--- config.mk ---
export PLATFORM = sky130hd
export DESIGN_NAME = bip_control
export DESIGN_NICKNAME = d
export VERILOG_FILES = /design/src/rtl/bip_control.sv
export SDC_FILE = /design/constraint.sdc
export NUM_CORES = 1
export LEC_CHECK = 0
export ABC_AREA = 1
export CAP_MARGIN = 15
export CORE_MARGIN = 2
export CORE_UTILIZATION = 51
export DETAILED_ROUTE_END_ITERATION = 10
export PLACE_DENSITY = 0.84
export SYNTH_ARGS = -nofsm -noshare
export SYNTH_HDL_FRONTEND = slang
export SYNTH_SLANG_ARGS = --single-unit
--- constraint.sdc ---
create_clock -name clk -period 2.22 [get_ports clk]
set_input_delay 0.444 -clock clk [delete_from_list [all_inputs] [get_ports clk]]
set_output_delay 0.444 -clock clk [all_outputs]
set_load 0.05 [all_outputs]
--- src/rtl/bip_control.sv ---
// Control unit for the BIP accumulator processor: FETCH/DECODE/EXEC sequencer
// that turns each 16-bit program word into datapath selects and one-cycle strobes.
module bip_control #(
    parameter int PC_WIDTH = 11
) (
    input  logic                clk,
    input  logic                reset,
    input  logic [15:0]         Instr,
    output logic [PC_WIDTH-1:0] Addr_PM,
    output logic [PC_WIDTH-1:0] Addr_DM,
    output logic [1:0]          SelA,
    output logic                SelB,
    output logic                Op,
    output logic                WrAcc,
    output logic                WrRam,
    output logic                RdRam,
    output logic                Halted,
    output logic [15:0]         Ins_Count
);

    localparam logic [4:0] OP_HLT  = 5'b00000;
    localparam logic [4:0] OP_STO  = 5'b00001;
    localparam logic [4:0] OP_LD   = 5'b00010;
    localparam logic [4:0] OP_LDI  = 5'b00011;
    localparam logic [4:0] OP_ADD  = 5'b00100;
    localparam logic [4:0] OP_ADDI = 5'b00101;
    localparam logic [4:0] OP_SUB  = 5'b00110;
    localparam logic [4:0] OP_SUBI = 5'b00111;

    typedef enum logic [1:0] {
        FETCH  = 2'b00,
        DECODE = 2'b01,
        EXEC   = 2'b10,
        HALT   = 2'b11
    } state_t;

    state_t              state;
    logic [15:0]         ir;
    logic [PC_WIDTH-1:0] pc;

    function automatic logic reads_ram(input logic [4:0] op);
        return (op == OP_LD) || (op == OP_ADD) || (op == OP_SUB);
    endfunction

    function automatic logic writes_acc(input logic [4:0] op);
        return (op >= OP_LD) && (op <= OP_SUBI);
    endfunction

    function automatic logic [1:0] sel_a(input logic [4:0] op);
        if (op == OP_LDI)
            return 2'b01;
        else if ((op >= OP_ADD) && (op <= OP_SUBI))
            return 2'b10;
        else
            return 2'b00;
    endfunction

    function automatic logic sel_b(input logic [4:0] op);
        return (op == OP_ADDI) || (op == OP_SUBI);
    endfunction

    function automatic logic alu_sub(input logic [4:0] op);
        return (op == OP_SUB) || (op == OP_SUBI);
    endfunction

    // Operand address comes straight from IR so it is valid from DECODE onward
    assign Addr_PM = pc;
    assign Addr_DM = ir[PC_WIDTH-1:0];

    always_ff @(posedge clk) begin
        if (reset) begin
            state     <= FETCH;
            pc        <= '0;
            ir        <= '0;
            Ins_Count <= '0;
            Halted    <= 1'b0;
            WrAcc     <= 1'b0;
            WrRam     <= 1'b0;
            RdRam     <= 1'b0;
            SelA      <= 2'b00;
            SelB      <= 1'b0;
            Op        <= 1'b0;
        end else begin
            case (state)
                FETCH: begin
                    // Selects and the read strobe are decoded from the incoming word so
                    // they are already stable for the whole DECODE cycle.
                    ir    <= Instr;
                    RdRam <= reads_ram(Instr[15:11]);
                    SelA  <= sel_a(Instr[15:11]);
                    SelB  <= sel_b(Instr[15:11]);
                    Op    <= alu_sub(Instr[15:11]);
                    state <= DECODE;
                end
                DECODE: begin
                    if (ir[15:11] == OP_HLT) begin
                        Halted <= 1'b1;
                        state  <= HALT;
                    end else begin
                        WrAcc <= writes_acc(ir[15:11]);
                        WrRam <= (ir[15:11] == OP_STO);
                        state <= EXEC;
                    end
                end
                EXEC: begin
                    WrAcc     <= 1'b0;
                    WrRam     <= 1'b0;
                    RdRam     <= 1'b0;
                    pc        <= pc + 1'b1;
                    Ins_Count <= Ins_Count + 16'd1;
                    state     <= FETCH;
                end
                HALT: begin
                    state <= HALT;
                end
                default: begin
                    state <= FETCH;
                end
            endcase
        end
    end

endmodule

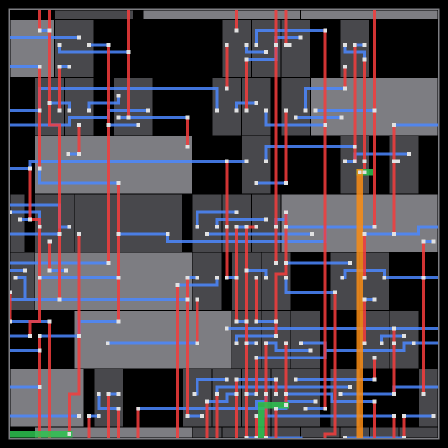
(run_1/detail.png)
Region (43, 43) to (63, 63) µm. Cells in gray, sequential cells in the stronger gray; small squares are vias.
blue -> metal 1
red -> metal 2
orange -> metal 4
green -> metal 3
cells with their middle in the window = 41
sequential cells in the window = 5
netlist names of flops here include = Ins_Count (3), Addr_PM (2)
most frequent = nand2_1 (13), nor2_1 (11), inv_1 (7)

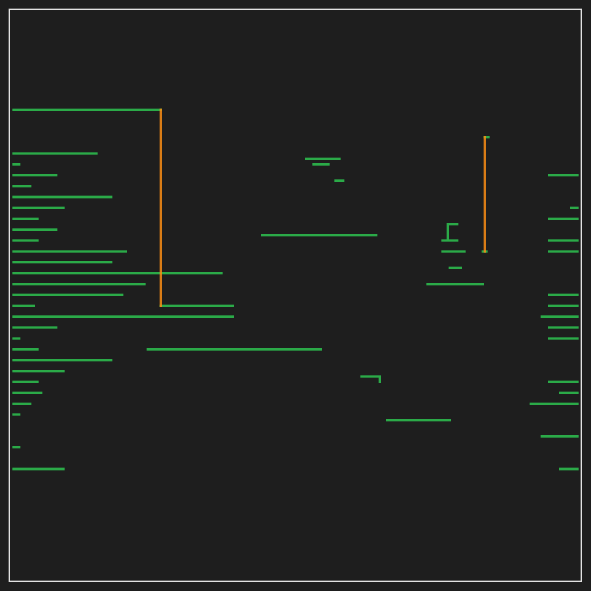
(run_1/wires.png)
Drawn at 8 px/µm. Only two layers are drawn.
green -> metal 3  # wire length 353 µm
orange -> metal 4  # wire length 38.8 µm

==> results.cfg, run 1 <==
; flow metrics
[final_layout]
area_growth_pct = 30.48
seq_area_mm2 = 0.001061
final_cell_area_mm2 = 0.003015
nFillCells = 393
final_core_util_pct = 69.25
diodes = 0
logic_area_mm2 = 0.001007

[worst_setup_path]
crit_cells = 1
reg2reg_depth = 7
slowest_stage = clkdlybuf4s50_1
crit_chain = clkdlybuf4s50_1
slowest_delay_ns = 0.85
r2r_end = Ins_Count[11]$_SDFFE_PP0P_
r2r_start = Ins_Count[3]$_SDFFE_PP0P_
crit_required_ns = 1.78
cp-start-kind = flop
end_kind = primary output
critPathMaxFanout = 8
r2r_slack_ns = 0.68
crit_arrival_ns = 1.62

[global_routing]
grt_pass1_wl_mm = 8.100
busiest_layer = met2
globalRouteOverflowTotal = 0
grt_max_degree = 19
grt_usage_pct = 19.63

[floorplan]
die_h_um = 71.32
coreArea_mm2 = 0.004354
die_x_um = 71.32
dieArea_mm2 = 0.005086
row_count = 24

[synthesis]
ys_cells = 330
synth_cell_types = 22
aoi_share_pct = 9.529
ys.flops = 53
synth_chip_area_mm2 = 0.002311
adder_share_pct = 1.083
synth.comb.largest_family = simple AND/OR/NAND/NOR gates
mux_share_pct = 0
synth_nets = 350
synth-warning-count = 0
syn_area_mm2 = 0.002311
ys_sh_xor_pct = 0.3790
ys_sh_simple_pct = 32.59
avgSynthCellArea_um2 = 7.003
syn_inst = 330

[cts]
clk_latency_ns = 0.30
cts.sinks = 53
htree_levels = 2
clock_path_buffers = 2
numCtsBuffers = 5
cts-root-buf = clkbuf_8
cts_setup_buffers = 0
clk_pin_slew_ns = 0.09

[min_path]
worstHoldPathType = flop to flop
min_from = WrRam$_SDFFE_PP0P_
min_to = WrRam$_SDFFE_PP0P_
worstHoldPathCells = 2

[place]
post-place-ws_ns = 0.4445
gp_congestion = 0.7860
post_dp_cell_area_mm2 = 0.002929

[pwr]
leakage_nw = 1.225
vdd_drop_max_v = 0.0005766
design_power_total_mw = 2.043

[route]
highest_layer = met4
wl_met2_mm = 2.241
wl_met3_um = 352
drtIter0Drc = 63
route.detailed.drc = 0
first_pass_iters = 4
wirelength_mm = 4.839

[flow_run]
drv_cap = 0
tool_warnings = 26

[final_timing]
period_used_pct = 92.99
setup-tns-final_ns = 0
fin_crit_ns = 2.064
worst_pin_slew_ns = 0.5305
maxSlewViolCount = 0
slew-limit-headroom_pct = 64.52
finClkSkew_ns = 0.006426
fmax_ghz = 0.4844
setup_viol = 0

[outcome]
status = complete, no violations
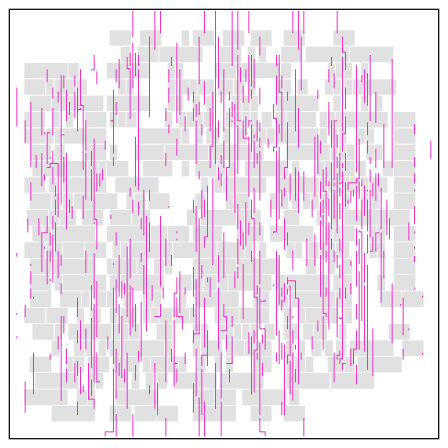
(run_1/layer_met2.png)
Drawn at 6 px/µm. Cells faint in the background.
nets with wire on the layer = 324
share of all routed wire = 46%
wire length on this layer = 2240 µm
longest straight run = 31.3 µm
main direction = vertical
via count: 2198
met2 usage: 31.89%

[run 1: report_power, final]
part / switching (mW) / internal [mW] / leakage [nW]
logic: 0.300 / 0.158 / 0.748
clock network: 0.290 / 0.248 / 0.0443
registers: 0.0367 / 1.01 / 0.433
total: 0.626 / 1.42 / 1.22
[run 1: how the worst max path moves through the flow]
stage / from / to / slack (ns)
3_5_place_dp: reset / Addr_PM[4]$_SDFFE_PP0P_ / 0.44
6_report: Ins_Count[7]$_SDFFE_PP0P_ / Ins_Count[7] / 0.16
3_3_place_gp: reset / Addr_PM[4]$_SDFFE_PP0P_ / 0.48
5_1_grt: Ins_Count[7]$_SDFFE_PP0P_ / Ins_Count[7] / 0.09
4_1_cts: Ins_Count[7]$_SDFFE_PP0P_ / Ins_Count[7] / 0.15
2_1_floorplan: Ins_Count[3]$_SDFFE_PP0P_ / Ins_Count[7]$_SDFFE_PP0P_ / 0.57
[run 1: stage by stage]
step	hold slack, ns	instances
after global placement	0.4399	431
after detailed placement	0.4457	431
after global routing	0.4854	438
after CTS	0.4580	438
after floorplan	0.4401	330
final	0.4568	438
[run 1: sequential cells by signal (all words and copies together) (netlist names)]
signal,flops
SelB,1
Op,1
SelA,2
WrAcc,1
WrRam,1
state,2
Ins_Count,16
ir,16
RdRam,1
Addr_PM,11
Halted,1
[run 1: Yosys cell counts]
cell type / instances / area (µm²)
a211oi_1: 1 / 7.510
a21oi_1: 17 / 85.08
buf_2: 2 / 10.01
buf_4: 11 / 82.58
clkbuf_1: 6 / 22.52
dfxtp_1: 53 / 1061
ha_1: 2 / 25.02
inv_1: 34 / 127.6
nand2_1: 66 / 247.7
nand3_1: 12 / 60.06
nand3b_1: 1 / 7.510
nand4_1: 8 / 50.05
nor2_1: 79 / 296.5
nor2_2: 1 / 6.260
nor2_4: 2 / 22.52
nor3_1: 5 / 25.02
nor3_4: 1 / 16.27
nor3b_1: 2 / 15.01
nor4_1: 1 / 6.260
o21a_1: 1 / 7.510
o21ai_0: 24 / 120.1
xor2_1: 1 / 8.760
[run 1: layout make-up]
cell class              count  share of cell area (%)
flip-flops and latches     53                   35.19
multi-input cells         224                   33.40
repair buffers             68                   22.16
inverters                  34                   4.232
clock buffers               7                   2.863
well taps                  52                   2.158
[run 1: placed cells by master (no fill, tap or decap)]
| cell | Yosys | final |
|---|---|---|
| nor2_1 | 79 | 79 |
| nand2_1 | 66 | 66 |
| clkdlybuf4s50_1 | 0 | 63 |
| dfxtp_1 | 53 | 53 |
| inv_1 | 34 | 34 |
| o21ai_0 | 24 | 24 |
| a21oi_1 | 17 | 17 |
| nand3_1 | 12 | 12 |
| nand4_1 | 8 | 8 |
| clkbuf_8 | 0 | 6 |
| nor3_1 | 5 | 5 |
| buf_4 | 11 | 5 |
| nor2_4 | 2 | 2 |
| nor3b_1 | 2 | 2 |
| ha_1 | 2 | 2 |
| a211oi_1 | 1 | 1 |
| nor3_4 | 1 | 1 |
| nand3b_1 | 1 | 1 |
| nor4_1 | 1 | 1 |
| xor2_1 | 1 | 1 |
| nor2_2 | 1 | 1 |
| o21a_1 | 1 | 1 |
| clkbuf_1 | 6 | 1 |
==> run 2: changes to the inputs <==
--- a/config.mk
+++ b/config.mk
@@ -11,6 +11,7 @@
 export CORE_UTILIZATION = 51
 export DETAILED_ROUTE_END_ITERATION = 10
 export PLACE_DENSITY = 0.84
+export SLEW_MARGIN = 20
 export SYNTH_ARGS = -nofsm -noshare
 export SYNTH_HDL_FRONTEND = slang
 export SYNTH_SLANG_ARGS = --single-unit
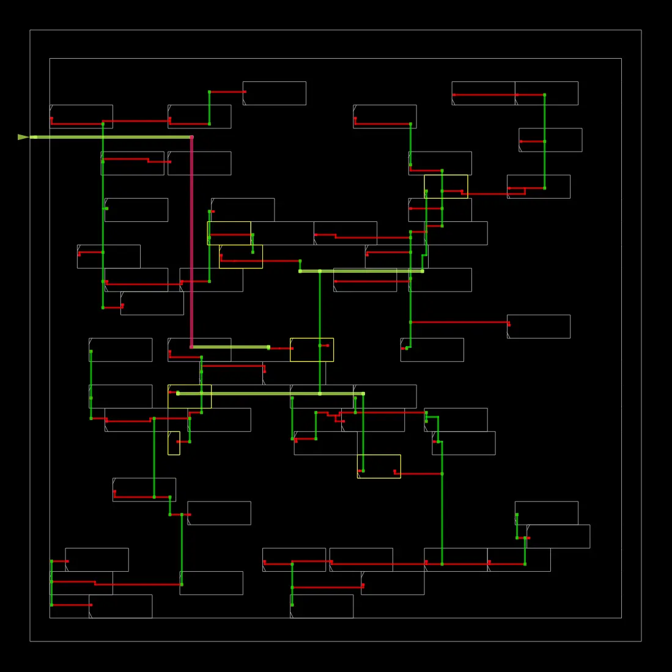
(run_2/clocks.png)
CTS buffer count: 5
clk latency late pin: 0.30 ns

==> run 2 against run 1 <==
Against the previous run: non-clock buffer count is the same; final area is the same; hold slack did not move; sequential cell count did not move; final cell count unchanged; clock skew stayed put; global-route usage unchanged; synthesized cell count did not move; clock power about the same; critical path type unchanged.
==> results.cfg, run 2 <==
; flow metrics
[worst_setup_path]
crit_arrival_ns = 1.62
cp-start-kind = flop
r2r_end = Ins_Count[11]$_SDFFE_PP0P_
slowest_delay_ns = 0.85
critPathMaxFanout = 8
slowest_stage = clkdlybuf4s50_1
reg2reg_depth = 7
crit_required_ns = 1.78
end_kind = primary output
crit_chain = clkdlybuf4s50_1

[synthesis]
avgSynthCellArea_um2 = 7.003
synth_cell_types = 22
common_cells = nor2_1, nand2_1, dfxtp_1
ff_type = dfxtp_1
ys.flops = 53
top_cell_area_share_pct = 45.91
syn_inst = 330
synth-warning-count = 0
ys_cells = 330
top_cells_by_area = dfxtp_1, nor2_1, nand2_1
synth_chip_area_mm2 = 0.002311
async_reset_ff_share_pct = 0
syn_area_mm2 = 0.002311
most_common_cell = nor2_1

[floorplan]
pin_count = 64
coreArea_mm2 = 0.004354
die_h_um = 71.32
row_count = 24
die_x_um = 71.32

[final_layout]
area_growth_pct = 30.48
logic_area_mm2 = 0.001007
nFillCells = 393
lay_top_cells = nor2_1, nand2_1, clkdlybuf4s50_1
mostFrequentLayoutCell = nor2_1
final_core_util_pct = 69.25
seq_area_mm2 = 0.001061
diodes = 0

[route]
vias = 2198
wirelength_mm = 4.839
drtIter0Drc = 63
first_pass_iters = 4
route.detailed.drc = 0

[global_routing]
first_global_vias = 1924
grt_pass1_wl_mm = 8.100
grt_max_degree = 19
grt_usage_pct = 19.63
globalRouteOverflowTotal = 0

[place]
gp_congestion = 0.7860
dp_hpwl_mm = 3.519

[cts]
cts_setup_buffers = 0
clock_path_buffers = 2
clk_pin_slew_ns = 0.09
cts-root-buf = clkbuf_8
htree_levels = 2

[pwr]
vdd_drop_max_v = 0.0005766
leakage_nw = 1.225

[flow_run]
drv_cap = 0
tool_warnings = 26

[final_timing]
finClkSkew_ns = 0.006426
fmax_ghz = 0.4844
period_used_pct = 92.99
setup-tns-final_ns = 0
fin_crit_ns = 2.064
slew-limit-headroom_pct = 64.52
worst_pin_slew_ns = 0.5305
maxSlewViolCount = 0

[min_path]
min_from = WrRam$_SDFFE_PP0P_
min_to = WrRam$_SDFFE_PP0P_
worstHoldPathCells = 2
worstHoldPathType = flop to flop

[outcome]
status = complete, no violations
run 2: per-layer routing:
layer | track usage, % | routed length [µm] | part of all wire (%)
met1 | 24.22 | 2206 | 46
met2 | 31.89 | 2241 | 46
met3 | 6.610 | 352 | 7.3
met4 | 7.338 | 38 | 0.79
met5 | 0 | 0 | 0
run 2: cell families after synthesis:
family	synth area share (%)
AND/OR/NAND/NOR	32.59
buffers and inverters	10.50
flip-flops	45.91
AND-OR/OR-AND	9.529
XOR/XNOR	0.3791
adder cells (fa/ha/maj)	1.083
run 2: per-stage QoR:
step	instance area [µm²]	worst slack (ns)	instances	power, mW	hold slack, ns
CTS	3015	0.1524	438	2.057	0.4580
global route	3015	0.08942	438	2.134	0.4854
finish	3015	0.1557	438	2.043	0.4568
detailed placement	2929	0.4445	431	1.527	0.4457
floorplan	2311	0.5678	330	1.404	0.4401
global placement	2929	0.4793	431	1.522	0.4399
run 2: report_power, final:
| group | total (mW) | leakage [nW] | switching, mW | internal, mW |
|---|---|---|---|---|
| registers | 1.05 | 0.433 | 0.0367 | 1.01 |
| clock network | 0.538 | 0.0443 | 0.290 | 0.248 |
| logic | 0.458 | 0.748 | 0.300 | 0.158 |
run 2: final cells by class:
class	instances	area share (%)
clock buffers	7	2.863
repair buffers	68	22.16
multi-input cells	224	33.40
flip-flops and latches	53	35.19
well taps	52	2.158
inverters	34	4.232
run 2: worst max path at each step:
stage / startpoint / to / slack (ns) / depth (start not counted)
after floorplan: Ins_Count[3]$_SDFFE_PP0P_ / Ins_Count[7]$_SDFFE_PP0P_ / 0.57 / 6
after global placement: reset / Addr_PM[4]$_SDFFE_PP0P_ / 0.48 / 5
after detailed placement: reset / Addr_PM[4]$_SDFFE_PP0P_ / 0.44 / 5
after CTS: Ins_Count[7]$_SDFFE_PP0P_ / Ins_Count[7] / 0.15 / 1
after global routing: Ins_Count[7]$_SDFFE_PP0P_ / Ins_Count[7] / 0.09 / 1
final: Ins_Count[7]$_SDFFE_PP0P_ / Ins_Count[7] / 0.16 / 1
==> run 3: changes to the inputs <==
--- a/config.mk
+++ b/config.mk
@@ -10,6 +10,7 @@
 export CORE_MARGIN = 2
 export CORE_UTILIZATION = 51
 export DETAILED_ROUTE_END_ITERATION = 10
+export GPL_ROUTABILITY_DRIVEN = 0
 export PLACE_DENSITY = 0.84
 export SLEW_MARGIN = 20
 export SYNTH_ARGS = -nofsm -noshare
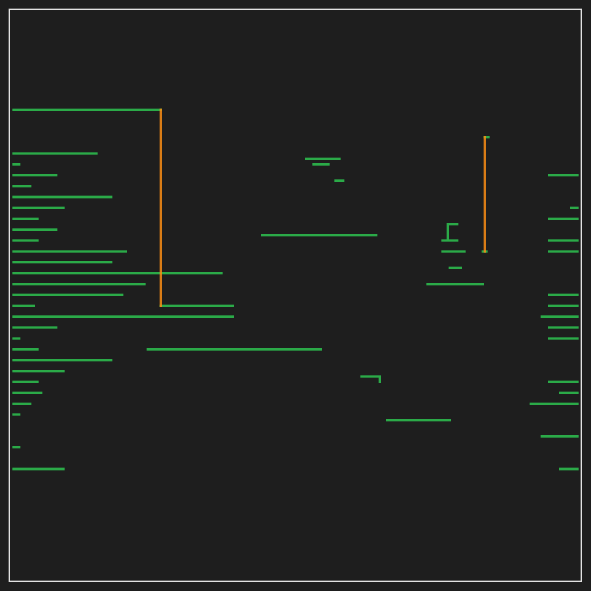
(run_3/wires.png)
Drawn at 8 px/µm. Only two layers are drawn.
green -> metal 3  # wire length 353 µm
orange -> metal 4  # wire length 38.8 µm

==> run 3 against run 2 <==
Against the previous run: combinational power barely moved; synthesized area did not move; register-to-register slack barely moved; clock skew did not move; synthesized cell count did not move; final area did not move; via count did not move; global-route usage did not move; core utilization did not move; hold slack did not move.
==> results.cfg, run 3 <==
; flow metrics
[outcome]
status = complete, no violations

[global_routing]
grt_usage_pct = 19.63
antenna_found_initial = 0
grt_max_degree = 19
grt_pass1_wl_mm = 8.100
globalRouteOverflowTotal = 0
first_global_vias = 1924

[place]
post-place-ws_ns = 0.4445
dp_hpwl_mm = 3.519
post_dp_cell_area_mm2 = 0.002929
placed_cells = 431
io_buffers = 63

[worst_setup_path]
crit_end = Ins_Count[7]
crit_chain = clkdlybuf4s50_1
r2r_start = Ins_Count[3]$_SDFFE_PP0P_
cp-start-kind = flop
crit_cells = 1
path_buffers = 1
r2r_slack_ns = 0.68
end_kind = primary output
crit_type = flop to primary output
reg2reg_depth = 7
crit_required_ns = 1.78
critPathMaxFanout = 8
critPathLaunch = Ins_Count[7]$_SDFFE_PP0P_
crit_arrival_ns = 1.62
critical_path.top_delay_family = buffers and inverters
slowest_delay_ns = 0.85
r2r_end = Ins_Count[11]$_SDFFE_PP0P_
slowest_stage = clkdlybuf4s50_1

[final_timing]
finalWorstSetupSlack_ns = 0.1557
maxSlewViolCount = 0
slew-limit-headroom_pct = 64.52
fin_crit_ns = 2.064
period_used_pct = 92.99
finClkSkew_ns = 0.006426
setup_viol = 0
worst_pin_slew_ns = 0.5305
rsz0062_at_grt = false
hold_viol = 0
fmax_ghz = 0.4844
setup-tns-final_ns = 0

[final_layout]
fin_nets = 406
final_cell_area_mm2 = 0.003015
lay_top_cells = nor2_1, nand2_1, clkdlybuf4s50_1
diodes = 0
mostFrequentLayoutCell = nor2_1
nFillCells = 393
fin_cells = 438
drive_above_1_share_pct = 3.886
area_growth_pct = 30.48

[cts]
cts_setup_buffers = 0
clock_path_buffers = 2
clk_latency_ns = 0.30
tritoncts = done
cts_hold_buf = 0
cts.sinks = 53
cts-root-buf = clkbuf_8
cts_resized = 0
clk_pin_slew_ns = 0.09
htree_levels = 2
numCtsBuffers = 5

[synthesis]
avgSynthCellArea_um2 = 7.003
ys.flops = 53
ff_type = dfxtp_1
most_common_cell = nor2_1
synth-warning-count = 0
synth_chip_area_mm2 = 0.002311
yosys.area.top_type = dfxtp_1
ys_seq_share_pct = 45.91
async_reset_ff_share_pct = 0
syn_inst = 330
common_cells = nor2_1, nand2_1, dfxtp_1
top_cell_area_share_pct = 45.91
ys_cells = 330
synth_nets = 350
syn_area_mm2 = 0.002311
synth_cell_types = 22
top_cells_by_area = dfxtp_1, nor2_1, nand2_1
edf_count = 0

[route]
viasPerCell = 5.018
drtIter0Drc = 63
first_pass_iters = 4
routedWlPerCell_um = 11.05
wirelength_mm = 4.839
vias = 2198
ant_nets = 0
route.detailed.drc = 0

[pwr]
vdd_drop_max_v = 0.0005766
design_power_total_mw = 2.043
seq_power_share_pct = 51.3
pwr-share-clk_pct = 26.3
sw_frac_of_total_pct = 30.63
power_frac_comb_pct = 22.4
p_int_mw = 1.417
leakage_nw = 1.225
p_per_area_mw_per_mm2 = 677.5
p_switching_uw = 625.8

[floorplan]
row_count = 24
die_h_um = 71.32
die_x_um = 71.32
dieArea_mm2 = 0.005086
coreArea_mm2 = 0.004354
pin_count = 64
fp_util_pct = 53.07

[min_path]
worstHoldPathType = flop to flop
worstHoldPathCells = 2

[flow_run]
tool_warnings = 26
drv_cap = 0
run 3: worst register-to-register path: stages, from the launching register on:
cell     delay (ns)
dfxtp_1        0.40
nand2_1        0.13
nor2_1         0.29
inv_1          0.15
nor2_2         0.20
nand2_1        0.10
nor2_1         0.12
nor2_1         0.06
run 3: cell families after synthesis:
kind of cell             Yosys count  synth area share, %
AND/OR/NAND/NOR                  178                32.59
buffers and inverters             53                10.50
flip-flops                        53                45.91
AND-OR/OR-AND                     43                9.529
adder cells (fa/ha/maj)            2                1.083
XOR/XNOR                           1               0.3791
run 3: area by class of cell:
class	count	area (µm²)	area share (%)
clock buffer	7	86.33	2.863
multi-input combinational	224	1007	33.40
sequential	53	1061	35.19
inverter	34	127.6	4.232
tap	52	65.06	2.158
timing repair buffer	68	668.1	22.16
run 3: metrics by stage:
stage	hold WS [ns]	util (%)
5_1_grt	0.4854	69.25
3_5_place_dp	0.4457	67.27
4_1_cts	0.4580	69.25
2_1_floorplan	0.4401	-
3_3_place_gp	0.4399	67.27
6_report	0.4568	69.25
run 3: metal layers:
metal	up-vias	global-route usage, %	share of wire [%]
met5	-	0	0
met4	0	7.338	0.79
met3	4	6.610	7.3
met2	71	31.89	46
met1	982	24.22	46
li1	1141	-	-
run 3: how the worst min path moves through the flow:
stage / start / to / slack (ns)
floorplan: ir[12]$_SDFFE_PP0P_ / ir[12]$_SDFFE_PP0P_ / 0.44
global placement: WrRam$_SDFFE_PP0P_ / WrRam$_SDFFE_PP0P_ / 0.44
detailed placement: WrRam$_SDFFE_PP0P_ / WrRam$_SDFFE_PP0P_ / 0.45
CTS: WrRam$_SDFFE_PP0P_ / WrRam$_SDFFE_PP0P_ / 0.46
global route: WrRam$_SDFFE_PP0P_ / WrRam$_SDFFE_PP0P_ / 0.49
finish: WrRam$_SDFFE_PP0P_ / WrRam$_SDFFE_PP0P_ / 0.46
run 3: power groups by stage:
stage          combinational, mW  sequential, mW  clock (mW)
6_report                   0.458            1.05       0.538
5_1_grt                    0.495            1.06       0.582
3_5_place_dp               0.458            1.07           0
3_3_place_gp               0.453            1.07           0
2_1_floorplan              0.285            1.12           0
4_1_cts                    0.460            1.05       0.548
Power is estimated from default activity; no workload was simulated.
